congestion_map.png
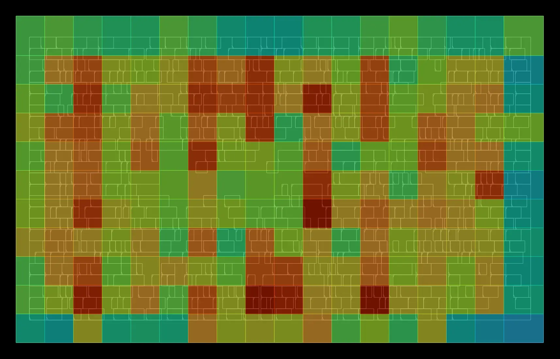
route_heat.png
The bar under the picture is 50 um long. 25 x 16 tiles, from dark blue (low) to red (high), scaled to the fullest tile. Values are wire area over tile area, all layers added.
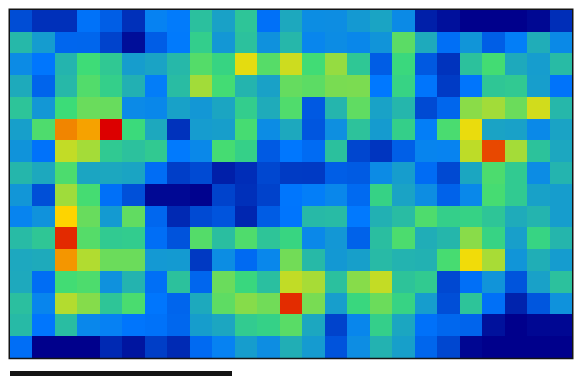
class_map.png
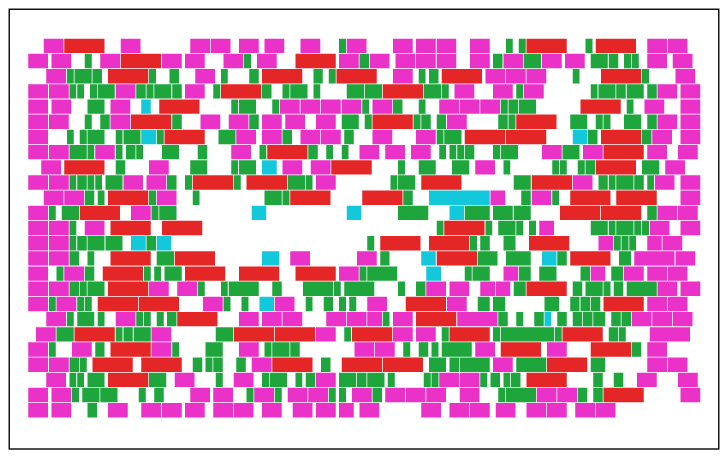
ff_map.png
The bar under the picture is 50 um long. Other sequential cells in the stronger grey, the rest of the logic in the fainter grey.
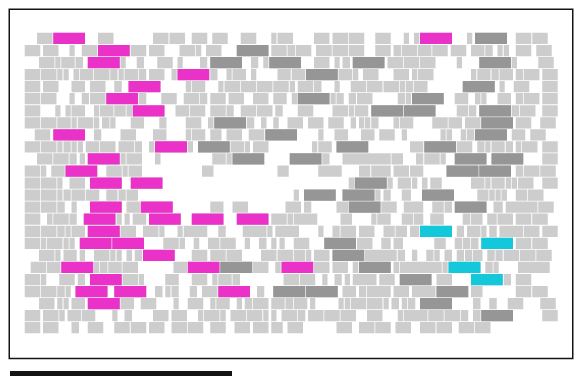
layers.png
The bar under the picture is 50 um long.
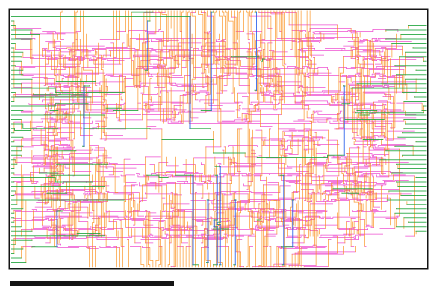
`src/rtl/lsq_dc_arb.sv`:
```
// -----------------------------------------------------------------------------
// lsq_dc_arb
//   Arbitrates the single dcache request port between the load-issue path and
//   the retired-store drain path of the load-store queue. The winner is held in
//   a one-entry registered output stage toward the dcache.
//
//   Policy: loads win by default. A waiting store is forced through after
//   STARVE_MAX consecutive lost arbitrations. A hysteresis DRAIN mode, entered
//   at st_pending >= HIWAT and left at st_pending <= LOWAT, gives stores
//   priority. On flush, a held load is dropped but a held store is kept until
//   the dcache accepts it.
//
// Ports:
//   clk, rst                     clock, synchronous active-high reset
//   ld_req/op/addr/lsqid/wdata   load-issue request
//   ld_grant                     load accepted this cycle (combinational)
//   st_req/op/addr/wdata         store-at-head request
//   st_pending                   retired-but-unissued store count (0..16)
//   st_grant                     store accepted this cycle (combinational)
//   flush                        pipeline flush
//   dc_req/op/addr/lsqid/wdata   registered request to the dcache
//   dc_flush                     combinational copy of flush
//   dc_ready                     dcache accepts dc_req this cycle
//   mode_drain                   DRAIN state indicator (registered)
// -----------------------------------------------------------------------------
module lsq_dc_arb #(
    parameter int STARVE_MAX = 8,
    parameter int HIWAT      = 12,
    parameter int LOWAT      = 4
) (
    input  logic        clk,
    input  logic        rst,
    input  logic        ld_req,
    input  logic [3:0]  ld_op,
    input  logic [31:0] ld_addr,
    input  logic [3:0]  ld_lsqid,
    input  logic [31:0] ld_wdata,
    output logic        ld_grant,
    input  logic        st_req,
    input  logic [3:0]  st_op,
    input  logic [31:0] st_addr,
    input  logic [31:0] st_wdata,
    input  logic [4:0]  st_pending,
    output logic        st_grant,
    input  logic        flush,
    output logic        dc_req,
    output logic [3:0]  dc_op,
    output logic [31:0] dc_addr,
    output logic [3:0]  dc_lsqid,
    output logic [31:0] dc_wdata,
    output logic        dc_flush,
    input  logic        dc_ready,
    output logic        mode_drain
);

    typedef enum logic {
        NORMAL = 1'b0,
        DRAIN  = 1'b1
    } state_t;

    localparam logic [3:0] STARVE_LIM = 4'(STARVE_MAX);
    localparam logic [4:0] HI_LEVEL   = 5'(HIWAT);
    localparam logic [4:0] LO_LEVEL   = 5'(LOWAT);

    state_t     state;
    state_t     state_nxt;
    logic [3:0] starve;
    logic       slot_free;
    logic       can_grant;
    logic       st_win;

    assign dc_flush   = flush;
    assign mode_drain = (state == DRAIN);

    // Arbitration. The output stage is free when empty or being drained.
    always_comb begin
        // NOTE: every signal driven here is assigned on every path; a missing
        // assignment on some path would infer a latch.
        slot_free = ~dc_req | dc_ready;
        can_grant = slot_free & ~flush & ~rst;
        st_win    = st_req & ((state == DRAIN) | (starve == STARVE_LIM) | ~ld_req);
        st_grant  = can_grant & st_win;
        ld_grant  = can_grant & ~st_win & ld_req;
    end

    // Mode FSM: next-state logic. Evaluated every cycle, flush included.
    always_comb begin
        state_nxt = state;
        case (state)
            NORMAL:  if (st_pending >= HI_LEVEL) state_nxt = DRAIN;
            DRAIN:   if (st_pending <= LO_LEVEL) state_nxt = NORMAL;
            default: state_nxt = NORMAL;
        endcase
    end

    // NOTE: sequential state uses non-blocking assignments so every register
    // samples pre-edge values regardless of statement order.
    always_ff @(posedge clk) begin
        if (rst) state <= NORMAL;
        else     state <= state_nxt;
    end

    // Starvation counter: counts arbitration cycles a ready store lost to a load.
    always_ff @(posedge clk) begin
        if (rst) begin
            starve <= '0;
        end else if (st_grant) begin
            starve <= '0;
        end else if (st_req & slot_free & ~flush) begin
            if (starve != STARVE_LIM) starve <= starve + 4'd1;
        end
    end

    // One-entry output stage. Fields only change on a grant, so they stay
    // stable while the dcache backpressures.
    always_ff @(posedge clk) begin
        if (rst) begin
            dc_req   <= 1'b0;
            dc_op    <= '0;
            dc_addr  <= '0;
            dc_lsqid <= '0;
            dc_wdata <= '0;
        end else if (st_grant) begin
            dc_req   <= 1'b1;
            dc_op    <= st_op;
            dc_addr  <= st_addr;
            dc_lsqid <= '0;
            dc_wdata <= st_wdata;
        end else if (ld_grant) begin
            dc_req   <= 1'b1;
            dc_op    <= ld_op;
            dc_addr  <= ld_addr;
            dc_lsqid <= ld_lsqid;
            dc_wdata <= ld_wdata;
        end else if (dc_ready | (flush & ~dc_op[0])) begin
            // Accepted, or a speculative load squashed by flush. A held store
            // (dc_op[0]=1) survives the flush and waits for dc_ready.
            dc_req   <= 1'b0;
        end
    end

endmodule

```
`config.mk`:
```
export PLATFORM = sky130hd
export DESIGN_NAME = lsq_dc_arb
export DESIGN_NICKNAME = d
export VERILOG_FILES = /design/src/rtl/lsq_dc_arb.sv
export SDC_FILE = /design/constraint.sdc
export NUM_CORES = 1
export LEC_CHECK = 0
export CAP_MARGIN = 20
export CORE_ASPECT_RATIO = 0.6
export CORE_MARGIN = 3
export CORE_UTILIZATION = 41
export CTS_BUF_LIST = sky130_fd_sc_hd__clkbuf_4
export DETAILED_ROUTE_END_ITERATION = 8
export MAX_ROUTING_LAYER = met4
export PLACE_DENSITY = 0.89
export SLEW_MARGIN = 20
export SYNTH_ARGS = -nofsm -noshare
export SYNTH_HDL_FRONTEND = slang
export SYNTH_SLANG_ARGS = --single-unit
```
`constraint.sdc`:
```
create_clock -name clk -period 2.65 [get_ports clk]
set_input_delay 0.265 -clock clk [delete_from_list [all_inputs] [get_ports clk]]
set_output_delay 0.265 -clock clk [all_outputs]
set_load 0.05 [all_outputs]
```
==> flow_metrics.tcl <==
# collected from the flow reports
set metrics [dict create \
    highest_layer "met4" \
    die_width_um 127 \
    ctsResizeCount 0 \
    timing.rr.start "starve[0]$_SDFFE_PP0P_" \
    finalPower_mw 2.85 \
    clock_latency_ns 0.41 \
    setup.worst_path.start "starve[0]$_SDFFE_PP0P_" \
    hpwl_mm 9.31 \
    cts_made_buffers 9 \
    logic_gate_count 318 \
    wl_mm 12.9 \
    crit_chain "inv_1 > ha_1 > and3b_1 > o2111ai_4 > or2_2 > inv_1 > buf_4" \
    cts_max_level 3 \
    mostFrequentLayoutCell "clkdlybuf4s50_1" \
    cp_common_cell "inv_1" \
    nonClockBufferCount 237 \
    numSynthFlops 78 \
    synth.top_cell.area_share 0.435 \
    die_y_um 78.5 \
    drc_errors 0 \
    logic_family "simple AND/OR/NAND/NOR gates" \
    fin_cells 761 \
    reg2reg_slack_ns 0.66 \
    area_growth_pct 68.2 \
    max_stage_delay_ns 0.36 \
    min_path_cells 2 \
    met3WireLength_mm 1.10 \
    status "completed" \
    drv_slew 0 \
    hp-start "rst" \
    hp-class "in -> reg" \
    drtPass1Iterations 5 \
    vias 4259 \
    yosys-top-cells-area "dfxtp_1 43%, a311oi_1 14%, nand2_1 14%" \
    edf_count 0 \
    critPathSlowestCell "or2_2" \
    path_clk_slew_ns 0.12 \
    async_flop_share 0 \
    fp_nets 602 \
    yosysCellCount 449 \
    warnings 27 \
    fin_crit_ns 2.32 \
    fmax_mhz 431 \
    bufAreaShareNonClock 0.393 \
    use_met3 0.0741 \
    syn_avg_cell_area_um2 8.00 \
]
About congestion_map.png:
M2 GR Usage: 0.405
final core occ: 0.737
GRT busiest layer: met2

About route_heat.png:
4.5% of the tiles are nearly empty. The fullest tile reaches 0.61. 19% of the tiles are over half the peak. The mean over all tiles is 0.21.
WL/cell: 17.0 um
Global Route Usage Sum: 0.258

About class_map.png:
Key: green = remaining logic cells [cells 322]; red = registers [cells 78]; magenta = remaining buffers and delay cells [cells 237]; cyan = clock drivers and dummy loads [cells 16]
Seq area share: 0.258
standard-cell rows: 25

About ff_map.png:
Key: cyan = `dc_lsqid` [sequential cells 4]; magenta = `dc_addr` [sequential cells 32]
Another 42 sequential cells are not coloured.
seq pwr: 1.29 mW
Seq. cell area: 1560 um2

About layers.png:
Key: blue = M4 [wire length 318 um]; green = M3 [wire length 1100 um]; magenta = M1 [wire length 5460 um]; orange = M2 [wire length 6050 um]

Power is estimated from default activity; no workload was simulated.
